## config.mk

```make
export PLATFORM = sky130hd
export DESIGN_NAME = button_conditioner_flat
export DESIGN_NICKNAME = d
export VERILOG_FILES = /design/src/rtl/button_conditioner_pkg.sv /design/src/rtl/button_conditioner_if.sv /design/src/rtl/button_conditioner_channel.sv /design/src/rtl/button_conditioner.sv /design/src/flat_wrapper.sv
export SDC_FILE = /design/constraint.sdc
export NUM_CORES = 1
export LEC_CHECK = 0
export CORE_MARGIN = 5
export CORE_UTILIZATION = 25
export CTS_BUF_LIST = sky130_fd_sc_hd__clkbuf_8
export CTS_CLUSTER_DIAMETER = 50
export DETAILED_ROUTE_END_ITERATION = 12
export PLACE_DENSITY_LB_ADDON = 0.1
export SYNTH_ARGS = -nofsm -noshare
export SYNTH_HDL_FRONTEND = slang
export SYNTH_HIERARCHICAL = 1
export SYNTH_SLANG_ARGS = --single-unit
export TNS_END_PERCENT = 1
```

## constraint.sdc

```tcl
create_clock -name clk_i -period 3.5 [get_ports clk_i]
set_input_delay 0.875 -clock clk_i [delete_from_list [all_inputs] [get_ports clk_i]]
set_output_delay 0.875 -clock clk_i [all_outputs]
set_load 0.05 [all_outputs]
```

## src/rtl/button_conditioner_pkg.sv

```systemverilog
// rtl/button_conditioner_pkg.sv - shared state encoding and channel indices for the button conditioner
package button_conditioner_pkg;

  typedef enum logic [2:0] {
    ST_RELEASED     = 3'd0,
    ST_PRESS_WAIT   = 3'd1,
    ST_PRESSED      = 3'd2,
    ST_LONG_DONE    = 3'd3,
    ST_RELEASE_WAIT = 3'd4
  } btn_state_e;

  localparam int BTN_START_STOP = 0;
  localparam int BTN_SET        = 1;
  localparam int BTN_SNOOZE     = 2;

endpackage

```

## src/rtl/button_conditioner_if.sv

```systemverilog
// rtl/button_conditioner_if.sv - raw pad inputs and conditioned level/pulse outputs
interface button_conditioner_if #(
  parameter int N_BTN = 3
);

  logic [N_BTN-1:0] btn_raw;
  logic [N_BTN-1:0] btn_level;
  logic [N_BTN-1:0] press_pulse;
  logic [N_BTN-1:0] release_pulse;
  logic [N_BTN-1:0] long_pulse;

  modport master (
    output btn_raw,
    input  btn_level, press_pulse, release_pulse, long_pulse
  );

  modport slave (
    input  btn_raw,
    output btn_level, press_pulse, release_pulse, long_pulse
  );

endinterface

```

## src/rtl/button_conditioner_channel.sv

```systemverilog
// rtl/button_conditioner_channel.sv - one button: 2-flop sync, debounce FSM, hold counter
module button_channel
  import button_conditioner_pkg::*;
#(
  parameter int DEBOUNCE_CYCLES = 500000,
  parameter int LONG_CYCLES     = 100000000
) (
  input  logic clk_i,
  input  logic rst_n_i,
  input  logic pressed_i,
  output logic level_o,
  output logic press_o,
  output logic release_o,
  output logic long_o
);

  localparam int CW = $clog2(DEBOUNCE_CYCLES);
  localparam int HW = $clog2(LONG_CYCLES);
  localparam logic [CW-1:0] CNT_LAST  = CW'(DEBOUNCE_CYCLES - 1);
  localparam logic [HW-1:0] HOLD_LAST = HW'(LONG_CYCLES - 1);

  logic          sync1_q, sync_q;
  btn_state_e    state_q;
  logic [CW-1:0] cnt_q;
  logic [HW-1:0] hold_q;
  logic          from_long_q;
  logic          level_q, press_q, release_q, long_q;

  always_ff @(posedge clk_i or negedge rst_n_i) begin
    if (!rst_n_i) begin
      sync1_q     <= 1'b0;
      sync_q      <= 1'b0;
      state_q     <= ST_RELEASED;
      cnt_q       <= '0;
      hold_q      <= '0;
      from_long_q <= 1'b0;
      level_q     <= 1'b0;
      press_q     <= 1'b0;
      release_q   <= 1'b0;
      long_q      <= 1'b0;
    end else begin
      sync1_q   <= pressed_i;
      sync_q    <= sync1_q;
      press_q   <= 1'b0;
      release_q <= 1'b0;
      long_q    <= 1'b0;
      case (state_q)
        ST_RELEASED: begin
          if (sync_q) begin
            state_q <= ST_PRESS_WAIT;
            cnt_q   <= CW'(1);
          end
        end
        ST_PRESS_WAIT: begin
          if (!sync_q) begin
            state_q <= ST_RELEASED;
            cnt_q   <= '0;
          end else if (cnt_q == CNT_LAST) begin
            state_q <= ST_PRESSED;
            cnt_q   <= '0;
            hold_q  <= '0;
            level_q <= 1'b1;
            press_q <= 1'b1;
          end else begin
            cnt_q <= cnt_q + CW'(1);
          end
        end
        // A release candidate takes priority over the long-press threshold
        ST_PRESSED: begin
          if (!sync_q) begin
            state_q     <= ST_RELEASE_WAIT;
            cnt_q       <= CW'(1);
            from_long_q <= 1'b0;
          end else if (hold_q == HOLD_LAST) begin
            state_q <= ST_LONG_DONE;
            long_q  <= 1'b1;
          end else begin
            hold_q <= hold_q + HW'(1);
          end
        end
        ST_LONG_DONE: begin
          if (!sync_q) begin
            state_q     <= ST_RELEASE_WAIT;
            cnt_q       <= CW'(1);
            from_long_q <= 1'b1;
          end
        end
        ST_RELEASE_WAIT: begin
          if (sync_q) begin
            state_q <= from_long_q ? ST_LONG_DONE : ST_PRESSED;
            cnt_q   <= '0;
          end else if (cnt_q == CNT_LAST) begin
            state_q   <= ST_RELEASED;
            cnt_q     <= '0;
            level_q   <= 1'b0;
            release_q <= 1'b1;
          end else begin
            cnt_q <= cnt_q + CW'(1);
          end
        end
        default: state_q <= ST_RELEASED;
      endcase
    end
  end

  assign level_o   = level_q;
  assign press_o   = press_q;
  assign release_o = release_q;
  assign long_o    = long_q;

endmodule

```

## src/rtl/button_conditioner.sv

```systemverilog
// rtl/button_conditioner.sv - N independent button channels with optional pad inversion
module button_conditioner
  import button_conditioner_pkg::*;
#(
  parameter int N_BTN           = 3,
  parameter int DEBOUNCE_CYCLES = 500000,
  parameter int LONG_CYCLES     = 100000000,
  parameter int ACTIVE_LOW      = 1
) (
  input  logic                 clk_i,
  input  logic                 rst_n_i,
  button_conditioner_if.slave  bus
);

  logic [N_BTN-1:0] pressed_w;
  logic [N_BTN-1:0] level_w, press_w, release_w, long_w;

  assign pressed_w = (ACTIVE_LOW != 0) ? ~bus.btn_raw : bus.btn_raw;

  for (genvar i = 0; i < N_BTN; i++) begin : g_ch
    button_channel #(
      .DEBOUNCE_CYCLES (DEBOUNCE_CYCLES),
      .LONG_CYCLES     (LONG_CYCLES)
    ) u_channel (
      .clk_i     (clk_i),
      .rst_n_i   (rst_n_i),
      .pressed_i (pressed_w[i]),
      .level_o   (level_w[i]),
      .press_o   (press_w[i]),
      .release_o (release_w[i]),
      .long_o    (long_w[i])
    );
  end

  assign bus.btn_level     = level_w;
  assign bus.press_pulse   = press_w;
  assign bus.release_pulse = release_w;
  assign bus.long_pulse    = long_w;

endmodule

```

## src/flat_wrapper.sv

```systemverilog
// flat-port wrapper written by rule: the top's interface ports become plain ports
module button_conditioner_flat import button_conditioner_pkg::*;
#(
  parameter int N_BTN           = 3,
  parameter int DEBOUNCE_CYCLES = 500000,
  parameter int LONG_CYCLES     = 100000000,
  parameter int ACTIVE_LOW      = 1
)
  (clk_i, rst_n_i, bus_btn_raw, bus_btn_level, bus_press_pulse, bus_release_pulse, bus_long_pulse);
  button_conditioner_if #(.N_BTN(N_BTN)) bus_i ();
  input  logic clk_i;
  input  logic rst_n_i;
  input wire logic [$bits(bus_i.btn_raw)-1:0] bus_btn_raw;
  output wire logic [$bits(bus_i.btn_level)-1:0] bus_btn_level;
  output wire logic [$bits(bus_i.press_pulse)-1:0] bus_press_pulse;
  output wire logic [$bits(bus_i.release_pulse)-1:0] bus_release_pulse;
  output wire logic [$bits(bus_i.long_pulse)-1:0] bus_long_pulse;
  assign bus_i.btn_raw = bus_btn_raw;
  assign bus_btn_level = bus_i.btn_level;
  assign bus_press_pulse = bus_i.press_pulse;
  assign bus_release_pulse = bus_i.release_pulse;
  assign bus_long_pulse = bus_i.long_pulse;
  button_conditioner #(.N_BTN(N_BTN), .DEBOUNCE_CYCLES(DEBOUNCE_CYCLES), .LONG_CYCLES(LONG_CYCLES), .ACTIVE_LOW(ACTIVE_LOW)) u_core (.clk_i(clk_i), .rst_n_i(rst_n_i), .bus(bus_i));
endmodule
```

run_1/final_congestion.png
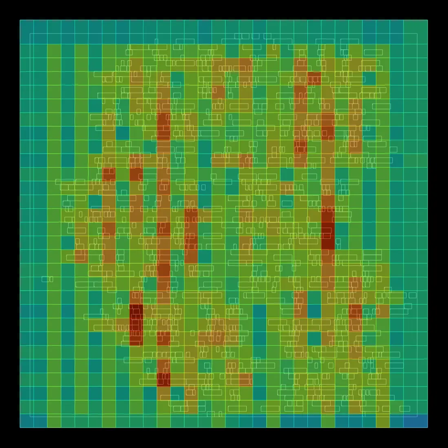
Tot GR Track Use: 0.1189
grt met1 use: 0.1711
global routing's busiest layer: met2
GR Util met3: 0.01986
wire length per cell: 15.26 µm

run_1/metal_stack.png
Two of the layers only.
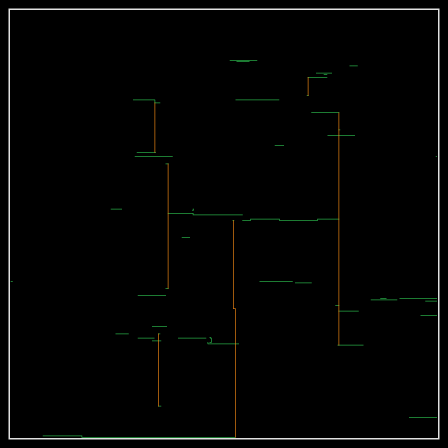
Key: met4 = orange [wire length 344 µm]; met3 = green [wire length 501 µm]
routed wire length: 23.72 mm
vias post-DR: 7651

run_1/gate_families.png
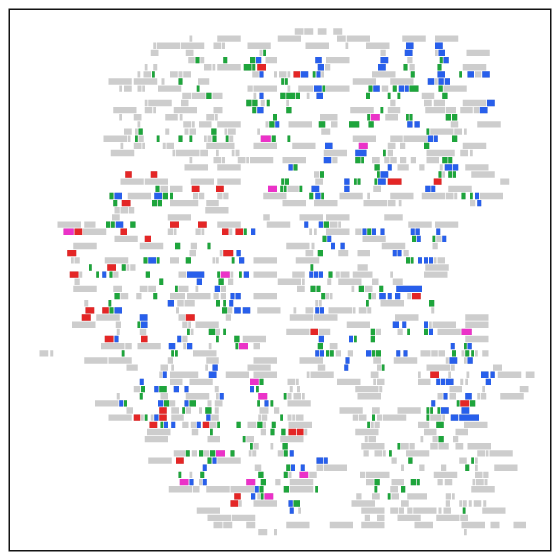
Key: NAND gates = green [cells 225, most used nand2_1]; AND-OR and OR-AND gates = red [cells 40, most used a21o_1]; inverting AOI/OAI gates = blue [cells 163, most used a21oi_1]; multiplexers = magenta [cells 15, most used mux2i_1]
fraction of standard cell area in multi-input logic: 0.4630
non-filler cells, final: 1555
most frequent logic cell in the layout: dfrtp_1

-- run 1: worst max path at each step --
stage                                              from                             endpoint  depth (start not counted)
floorplan            u_core/g_ch[2].u_channel/hold_q[9]  u_core/g_ch[2].u_channel/hold_q[25]                          7
detailed placement  u_core/g_ch[2].u_channel/hold_q[12]   u_core/g_ch[2].u_channel/hold_q[0]                          6
CTS                    u_core/g_ch[2].u_channel/level_o                     bus_btn_level[2]                          1
global placement    u_core/g_ch[2].u_channel/hold_q[12]   u_core/g_ch[2].u_channel/hold_q[0]                          6
finish                 u_core/g_ch[2].u_channel/level_o                     bus_btn_level[2]                          1
global route        u_core/g_ch[1].u_channel/state_q[1]  u_core/g_ch[1].u_channel/hold_q[18]                          7
-- run 1: cells in the final DEF (no fill, tap or decap), types with 12 or more instances in the layout --
cell               n
and3_1            27
nand3_1           69
inv_1             35
clkdlybuf4s50_1   15
clkbuf_8          19
a31oi_1           25
nand4_1           38
dfrtp_1          168
xnor2_1           37
or3_1             13
mux2i_1           12
nor3_1            26
a21oi_1           42
and4_1            17
nor4_1            16
xor2_1            16
nand2_1          101
buf_4             17
o21ai_0           32
nor2_1           104
-- run 1: worst register-to-register path, stage by stage (launching register included) --
cell and delay, ns:
dfrtp_1 0.44, or4b_1 0.57, or4_4 0.57, or3_4 0.44
a21boi_4 0.15, buf_4 0.20, a221o_1 0.17
-- run 1: cell usage after synthesis (11+ instances only) --
cell	count
dfrtp_1	168
mux2i_1	12
and4_1	17
clkbuf_1	32
nand4_1	38
a21o_1	11
and3_1	27
nand3_1	69
a31oi_1	25
o21ai_1	11
or3_1	13
nor4_1	16
nor3_1	26
xor2_1	16
o21ai_0	32
nor2_1	104
xnor2_1	37
nand2_1	101
inv_1	32
a21oi_1	42
-- run 1: stage by stage --
step | power, µW | instances
floorplan | 2108 | 1029
global placement | 2194 | 1523
finish | 3712 | 1555
CTS | 3814 | 1555
global route | 3916 | 1555
detailed placement | 2192 | 1523
-- run 1: power groups by stage --
stage | combinational, µW | clock (µW) | sequential (µW)
after floorplan | 95.7 | 0 | 2010
after global placement | 165 | 0 | 2030
after detailed placement | 163 | 0 | 2030
after CTS | 164 | 1660 | 1990
after global routing | 185 | 1730 | 2000
final | 156 | 1570 | 1990
-- run 1: layer usage --
layer / GRT usage / share of wire / vias up
met5: 0 / 0 / -
met4: 0.03852 / 0.014 / 0
met2: 0.1819 / 0.45 / 77
li1: - / - / 3799
met1: 0.1711 / 0.52 / 3758
met3: 0.01986 / 0.021 / 17
-- run 1: logic make-up after synthesis --
group,count (synthesis)
fa+ha+maj,6
simple gates,500
compound gates,203
mux,15
buf+inv,84
flops,168
xor+xnor,53
-- run 1: layout make-up --
cell class / count / share of cell area
multi-input cells: 777 / 0.4630
flip-flops and latches: 168 / 0.3943
well taps: 511 / 0.05996
repair buffers: 35 / 0.03110
clock buffers: 18 / 0.02323
clock inverters: 14 / 0.01713
inverters: 32 / 0.01126
==> metrics.csv, run 1 <==
metric,value,unit
P&R area growth vs syn,11.75,%
Die Ht,205.4,µm
initial antenna violation count,0,
ys flop type,dfrtp_1,
share of layout cells above drive strength 1,0.1054,
DRT antenna net count,0,
synth top area cells,"dfrtp_1 (44%), nor2_1 (4.1%), nand2_1 (4.0%)",
final hold slack,0.3536,ns
Worst Tran Pin Value,0.7772,ns
RSZ-0062 raised after global routing,false,
run status,completed,
vias in the first global route,7447,
area share of the largest cell type after synthesis,0.4406,
WP data required,2.62,ns
Max Fanout on Critical Path,3,
CP Class,flop to output pin,
Peak VDD IR,0.1668,mV
Syn Std Cell Area,9542,µm²
Setup WS pre-CTS,0.9098,ns
Filler cells,4050,
WHS Path Cells,0,
XOR/XNOR Area Share,0.04865,
worst path bufs/invs,1,
Hold Crit Class,flop to flop,
clk sinks,168,
first-pass GRT wire length,40.87,mm
TritonCTS clock tree,built,
"delay-heaviest family, CP",buffers and inverters,
Synth Area per Inst,9.273,µm²
Reg2Reg Setup Slack,0.91,ns
post-CTS setup buffer count,0,
CP cell instances,clkdlybuf4s50_1,
yosys simple share,0.2946,
GP Congestion,0.7309,
utilization after layout,0.2831,
switching power,913.5,µW
hold path start,u_core/g_ch[2].u_channel/sync1_q,
achievable frequency,0.3851,GHz
Worst EP arrival,1.72,ns
worst-skew pair later-pin latency,0.49,ns
routed vias/inst,4.920,
post-synthesis adder-cell area fraction,0.007868,
Die Size,42170,µm²
Gate power share,0.042,
startpoint types,flop,
cell taking the most area after synthesis,dfrtp_1,
delay of the slowest critical-path stage,0.83,ns
Slew HR,0.4804,
Reg2Reg Depth,6,
"Reg clk slew, reported paths",0.08,ns
initial DRC count,540,
H-tree depth,4,
CTS Root Cell,clkbuf_8,
setup_tns,0,ns
Nets at Floorplan,1040,
Die X,205.4,µm
Hold Path Sink,u_core/g_ch[2].u_channel/sync_q,
crit end category,output pin,
ys async rst share,1.000,
fin crit period,2.597,ns
Flop pwr share,0.536,
Core Area,37670,µm²
# Cells Yosys,1029,
largest reg by FF count,u_core/g_ch.u_channel/hold_q,
fin area,10660,µm²
"mux frac, synth",0.01613,
# IOs,17,
post-CTS sizing,0,
number of enable flip-flop cells,0,
row count,71,
RR Startpoint,u_core/g_ch[2].u_channel/hold_q[12],
final setup fails,0,
largest net degree at the start of global routing,66,
synthesized instance count,1029,
Largest register FFs,81,
grt total ovfl,0,
Clock power frac,0.422,
worst setup margin,0.9030,ns
cycle use final,0.7420,
Pint,2799,µW
Hold Fails Final Rpt,0,
Largest logic family,simple AND/OR/NAND/NOR gates,
run_1/registers.png
The bar under the picture is 50 µm long.
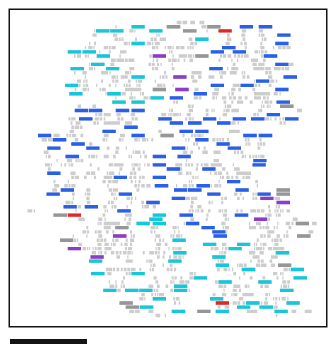

==> run 2, diff against run 1 <==
- clock period: 3.5 -> 2.3 ns (I/O delays scaled with it)
run_2/registers.png
The bar under the picture is 50 µm long.
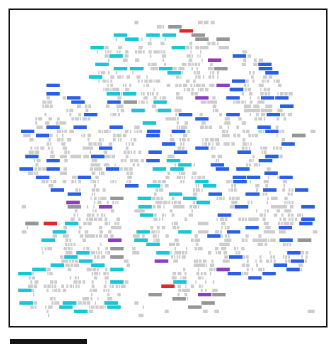
Key: u_core/g_ch.u_channel/state_q = purple [sequential cells 9]; u_core/g_ch.u_channel/hold_q = blue [sequential cells 81]; u_core/g_ch.u_channel/sync_q = red [sequential cells 3]; u_core/g_ch.u_channel/cnt_q = cyan [sequential cells 57]
utilization after layout: 0.3041
sequential cell area share: 0.3672
Reg area: 4205 µm²
seq pwr: 3010 µW

run_2/metal_stack.png
Two of the layers only.
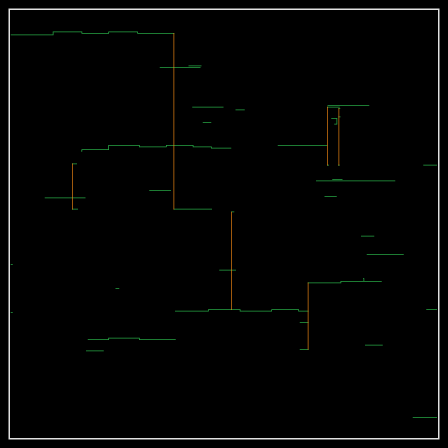
Key: met4 = orange [wire length 240 µm]; met3 = green [wire length 593 µm]
wire length per cell: 15.03 µm
routed wire length: 24.74 mm
vias post-DR: 7890
Tot GR Track Use: 0.1220

==> run 2 against run 1 <==
The run now ends with negative setup slack left. Synthesized area did not move. Clock power rose by 39%. Power rose by 48%. First-iteration DRC count fell by 31%. Global-route usage rose by 0.31 points. Cell count rose by 5.9%. Critical endpoint is now u_core/g_ch[2].u_channel/hold_q[2].
==> metrics.csv, run 2 <==
metric,value,unit
run status,"finished, violations left",
failing checks,negative setup slack,
synth top area cells,"dfrtp_1 (44%), nor2_1 (4.1%), nand2_1 (4.0%)",
Synth Area per Inst,9.273,µm²
ys flop type,dfrtp_1,
Reg2Reg Setup Slack,-0.04,ns
share of layout cells above drive strength 1,0.1859,
CP cell instances,or4b_4 > or4_4 > or3_4 > a21boi_4 > buf_12 > a221o_1,
largest reg by FF count,u_core/g_ch.u_channel/hold_q,
CP Class,flop to flop,
most frequent cells in the layout,"dfrtp_1 (167), nor2_1 (104), nand2_1 (101), buf_4 (99), nand3_1 (68)",
XOR/XNOR Area Share,0.04865,
fin crit period,2.335,ns
Slew HR,0.5225,
yosys simple share,0.2946,
WP data required,2.73,ns
CP Launch Point,u_core/g_ch[2].u_channel/hold_q[12],
routed vias/inst,4.793,
"Reg clk slew, reported paths",0.10,ns
top cells by count,"dfrtp_1 (168), nor2_1 (104), nand2_1 (101)",
Die Ht,205.4,µm
RSZ-0062 raised after global routing,true,
Die X,205.4,µm
Largest logic family,simple AND/OR/NAND/NOR gates,
Max Fanout on Critical Path,10,
number of enable flip-flop cells,0,
# Cells Yosys,1029,
Setup WS pre-CTS,-0.06493,ns
clk sinks,168,
synthesized instance count,1029,
Filler cells,3989,
H-tree depth,4,
Worst EP arrival,2.76,ns
worst setup margin,-0.03522,ns
Hold Fails Final Rpt,0,
delay of the slowest critical-path stage,0.53,ns
Peak VDD IR,0.3267,mV
Largest register FFs,81,
"mux frac, synth",0.01613,
cycle use final,1.015,
RR Startpoint,u_core/g_ch[2].u_channel/hold_q[12],
GP Congestion,0.7440,
post-synthesis adder-cell area fraction,0.007868,
# IOs,17,
Core Area,37670,µm²
cell taking the most area after synthesis,dfrtp_1,
worst-skew pair later-pin latency,0.49,ns
startpoint types,flop,
most frequent cell after synthesis,dfrtp_1,
final setup fails,13,
overall power,5501,µW
Reg2Reg Depth,6,
Worst Tran Pin Value,0.7135,ns
first-pass GRT wire length,41.92,mm
initial antenna violation count,0,
TritonCTS clock tree,built,
Nets at Floorplan,1040,
vias in the first global route,7946,
Hold Crit Class,primary input to async pin,
most frequent logic cell in the layout,dfrtp_1,
Die Size,42170,µm²
[run 2: how the worst max path moves through the flow]
| stage | endpoint | slack (ns) | depth (start not counted) |
|---|---|---|---|
| floorplan | u_core/g_ch[2].u_channel/hold_q[0] | 0.001 | 6 |
| global placement | u_core/g_ch[2].u_channel/hold_q[0] | -0.05 | 6 |
| detailed placement | u_core/g_ch[2].u_channel/hold_q[2] | -0.06 | 6 |
| CTS | u_core/g_ch[2].u_channel/hold_q[2] | -0.05 | 6 |
| global route | u_core/g_ch[2].u_channel/hold_q[2] | -0.1 | 6 |
| finish | u_core/g_ch[2].u_channel/hold_q[2] | -0.04 | 6 |
[run 2: final cells by class]
type	instances	area, µm²	area share
Sequential cell	168	4205	0.3672
Clock buffer	17	234.0	0.02043
Clock inverter	14	153.9	0.01344
Tap cell	511	639.4	0.05582
Timing Repair Buffer	127	1132	0.09886
Multi-Input combinational cell	777	4969	0.4338
Inverter	32	120.1	0.01049
[run 2: metal layers]
metal,vias up,global-route usage,wire (µm)
met2,65,0.1921,11290
met4,0,0.03254,240
met5,-,0,0
li1,3968,-,-
met1,3842,0.1708,12610
met3,15,0.02553,592
[run 2: power breakdown]
part	switching [µW]	total, µW	internal [µW]
Clock	1220	2180	962
Combinational	186	304	118
Sequential	34.0	3010	2980
Total	1440	5500	4060
[run 2: critical path: cells and delay by family, from the launching register on]
family	cells	cell delay, ns
buf+inv	1	0.16
flops	1	0.39
compound gates	2	0.36
simple gates	3	1.36
[run 2: per-stage QoR]
stage / hold WS, ns / instances / setup TNS (ns) / utilization
floorplan: 0.2794 / 1029 / 0 / -
global placement: 0.3327 / 1615 / -0.4709 / 0.2930
detailed placement: 0.3356 / 1615 / -1.068 / 0.2930
CTS: 0.04075 / 1646 / -0.4475 / 0.3033
global route: 0.05769 / 1646 / -1.581 / 0.3041
finish: 0.07550 / 1646 / -0.2274 / 0.3041
[run 2: repair_timing]
action	4_1_cts	5_1_grt
endpoints found under the setup margin	29	34
buffers inserted	0	0
hold endpoints to repair	0	0
resized	8	8
pin swaps	14	4
[run 2: cells by family (layout without fill, tap and decap cells)]
| logic type | Yosys count | after routing |
|---|---|---|
| simple gates | 500 | 500 |
| compound gates | 203 | 203 |
| fa+ha+maj | 6 | 6 |
| flops | 168 | 168 |
| buf+inv | 84 | 190 |
| xor+xnor | 53 | 53 |
| mux | 15 | 15 |
run_2/gate_families.png
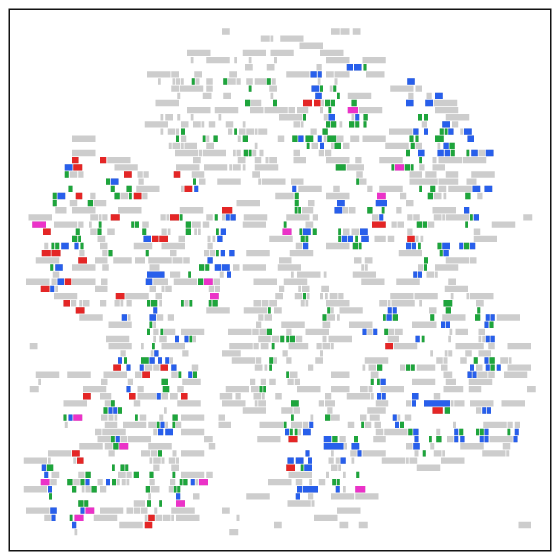

==> run 3, diff against run 2 <==
- CELL_PAD_IN_SITES_DETAIL_PLACEMENT: unset -> 1
- CELL_PAD_IN_SITES_GLOBAL_PLACEMENT: unset -> 1
run_3/gate_families.png
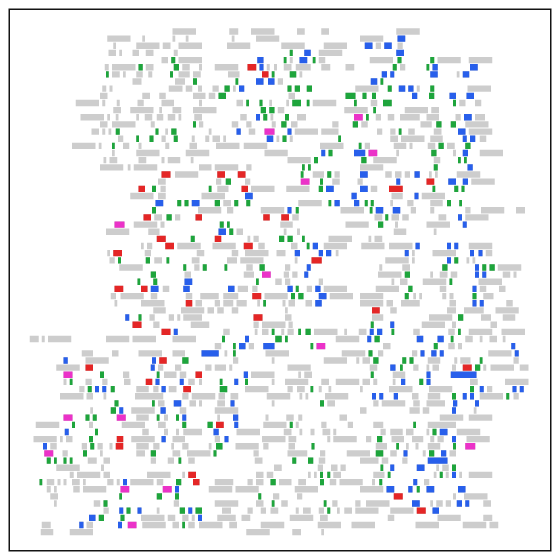
Key: AND-OR and OR-AND gates = red [cells 40, most used a21o_1]; NAND gates = green [cells 225, most used nand2_1, where all over the die]; inverting AOI/OAI gates = blue [cells 163, most used a21oi_1]; multiplexers = magenta [cells 15, most used mux2i_1]
fraction of standard cell area in multi-input logic: 0.4311
non-filler cells, final: 1657

==> run 3 against run 2 <==
The flow still finishes with violations (negative setup slack). Core utilization increased by 0.16 points. Flip-flop count unchanged. Fmax about the same. Count of clock-buffer cells in the layout increased by 4. Setup slack got worse by 0.0014 ns. Sequential power about the same. Non-clock buffer count increased by 10. Routed wire length increased by 6.0%. First-iteration DRC count decreased by 30%. Global-route usage increased by 0.86 points. Critical path depth unchanged. Critical endpoint is now u_core/g_ch[2].u_channel/hold_q[9]. Largest cell class unchanged.
==> metrics.csv, run 3 <==
metric,value,unit
run status,"finished, violations left",
failing checks,negative setup slack,
Comb gate area,4964,µm²
setup_tns,-0.3583,ns
final hold slack,0.3597,ns
final setup fails,15,
Syn Std Cell Area,9542,µm²
"Reg clk slew, reported paths",0.09,ns
vias in the first global route,8439,
"Chip Area, Yosys",9542,µm²
startpoint types,flop,
RSZ-0062 raised after global routing,true,
cycle use final,1.016,
routed wl met3,331,µm
initial antenna violation count,0,
H-tree depth,4,
CP cell instances,or4b_4 > or4_4 > buf_6 > nor3_4 > nor2_2 > a221o_1,
Largest register FFs,81,
Nets at Floorplan,1040,
Peak VDD IR,0.3148,mV
grt total ovfl,0,
Hold Crit Class,flop to flop,
achievable frequency,0.4280,GHz
CP Class,flop to flop,
synthesized instance count,1029,
Pint,4153,µW
worst-skew pair later-pin latency,0.48,ns
Die Ht,205.4,µm
Filler cells,4405,
sw frac,0.2472,
cell taking the most area after synthesis,dfrtp_1,
share of layout cells above drive strength 1,0.1876,
Core Area,37670,µm²
DRT antenna net count,0,
Worst Tran Pin Value,0.5208,ns
worst setup margin,-0.03664,ns
# IOs,17,
clk sinks,168,
routed wire length,26.21,mm
first-pass GRT wire length,44.98,mm
ys flop type,dfrtp_1,
Die X,205.4,µm
most frequent cells in the layout,"dfrtp_1 (168), buf_4 (109), nor2_1 (103), nand2_1 (101), nand3_1 (69)",
Gate power share,0.054,
number of enable flip-flop cells,0,
Synth Area per Inst,9.273,µm²
Highest Signal Layer,met4,
WP data required,2.66,ns
synth top area cells,"dfrtp_1 (44%), nor2_1 (4.1%), nand2_1 (4.0%)",
largest reg by FF count,u_core/g_ch.u_channel/hold_q,
ys async rst share,1.000,
most frequent logic cell in the layout,dfrtp_1,
GP Congestion,0.7206,
fin crit period,2.337,ns
TritonCTS clock tree,built,
# Cells Yosys,1029,
wire length per cell,15.82,µm
switching power,1363,µW
most frequent cell after synthesis,dfrtp_1,
row count,71,
Hold Fails Final Rpt,0,
metal2 WL,11.99,mm
Clock power frac,0.399,
Flop pwr share,0.547,
vias post-DR,8043,
P&R area growth vs syn,20.65,%
top cells by count,"dfrtp_1 (168), nor2_1 (104), nand2_1 (101)",
crit end category,flop,
routed vias/inst,4.854,
delay of the slowest critical-path stage,0.54,ns
run_3/registers.png
The bar under the picture is 50 µm long.
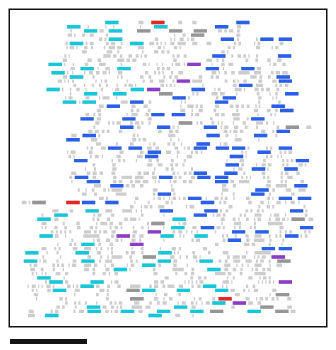
Key: u_core/g_ch.u_channel/sync_q = red [sequential cells 3]; u_core/g_ch.u_channel/state_q = purple [sequential cells 9]; u_core/g_ch.u_channel/hold_q = blue [sequential cells 81]; u_core/g_ch.u_channel/cnt_q = cyan [sequential cells 57]
seq pwr: 3020 µW
Reg area: 4204 µm²
sequential cell area share: 0.3652
utilization after layout: 0.3056

-- run 3: cell counts after synthesis --
Identical to the previous run, type by type.
-- run 3: path summary, 6_finish.rpt --
kind | startpoint | to | slack [ns] | depth (start not counted)
max | u_core/g_ch[2].u_channel/hold_q[12] | u_core/g_ch[2].u_channel/hold_q[9] | -0.04 | 6
min | u_core/g_ch[0].u_channel/sync1_q | u_core/g_ch[0].u_channel/sync_q | 0.36 | 0
max reg2reg | u_core/g_ch[2].u_channel/hold_q[12] | u_core/g_ch[2].u_channel/hold_q[9] | -0.04 | 6
min reg2reg | u_core/g_ch[0].u_channel/sync1_q | u_core/g_ch[0].u_channel/sync_q | 0.36 | 0
max in group asynchronous | rst_n_i | u_core/g_ch[0].u_channel/hold_q[12] | 1.11 | 3
min in group asynchronous | rst_n_i | u_core/g_ch[2].u_channel/cnt_q[17] | 0.57 | 2
-- run 3: stage by stage --
step | instance area (µm²) | power [µW] | worst slack (ns)
final | 11510 | 5516 | -0.03664
after global placement | 11080 | 3381 | -0.07620
after floorplan | 9545 | 3208 | 0.001459
after global routing | 11510 | 5817 | -0.1329
after detailed placement | 11080 | 3382 | -0.1502
after CTS | 11490 | 5681 | -0.07500
-- run 3: layout make-up --
type,instances,share of cell area
Clock inverter,11,0.009238
Multi-Input combinational cell,777,0.4311
Timing Repair Buffer,137,0.1034
Inverter,32,0.01043
Clock buffer,21,0.02511
Tap cell,511,0.05554
Sequential cell,168,0.3652
-- run 3: power by group through the flow --
stage | Sequential (µW) | Combinational, µW | Clock (µW)
6_report | 3020 | 295 | 2200
5_1_grt | 3020 | 341 | 2450
4_1_cts | 3020 | 308 | 2350
3_5_place_dp | 3080 | 305 | 0
3_3_place_gp | 3080 | 304 | 0
2_1_floorplan | 3060 | 146 | 0
-- run 3: per-layer routing --
layer,vias to the layer above,track usage
li1,3993,-
met1,4004,0.1856
met2,28,0.2069
met3,18,0.02080
met4,0,0.03541
met5,-,0
-- run 3: worst max-delay path, delay by kind of cell (launching register included) --
family / cells / cell delay, ns
buffers and inverters: 1 / 0.14
flip-flops: 1 / 0.38
AND/OR/NAND/NOR: 4 / 1.36
AND-OR/OR-AND: 1 / 0.35
-- run 3: what timing repair did --
item	in CTS	in global routing
endpoints found under the hold margin	33	0
buffers inserted	0	0
hold buffers	1	0
gates resized	9	4
pin swaps	6	4
endpoints found under the setup margin	29	46
-- run 3: cells by family (layout without fill, tap and decap cells) --
logic type | count (synthesis) | after routing | share of synthesized area
mux | 15 | 15 | 0.01613
xor+xnor | 53 | 53 | 0.04865
fa+ha+maj | 6 | 6 | 0.007868
simple gates | 500 | 500 | 0.2947
compound gates | 203 | 203 | 0.1496
flops | 168 | 168 | 0.4406
buf+inv | 84 | 201 | 0.04249
No activity file was given, so power comes from the tool's default toggle rates.
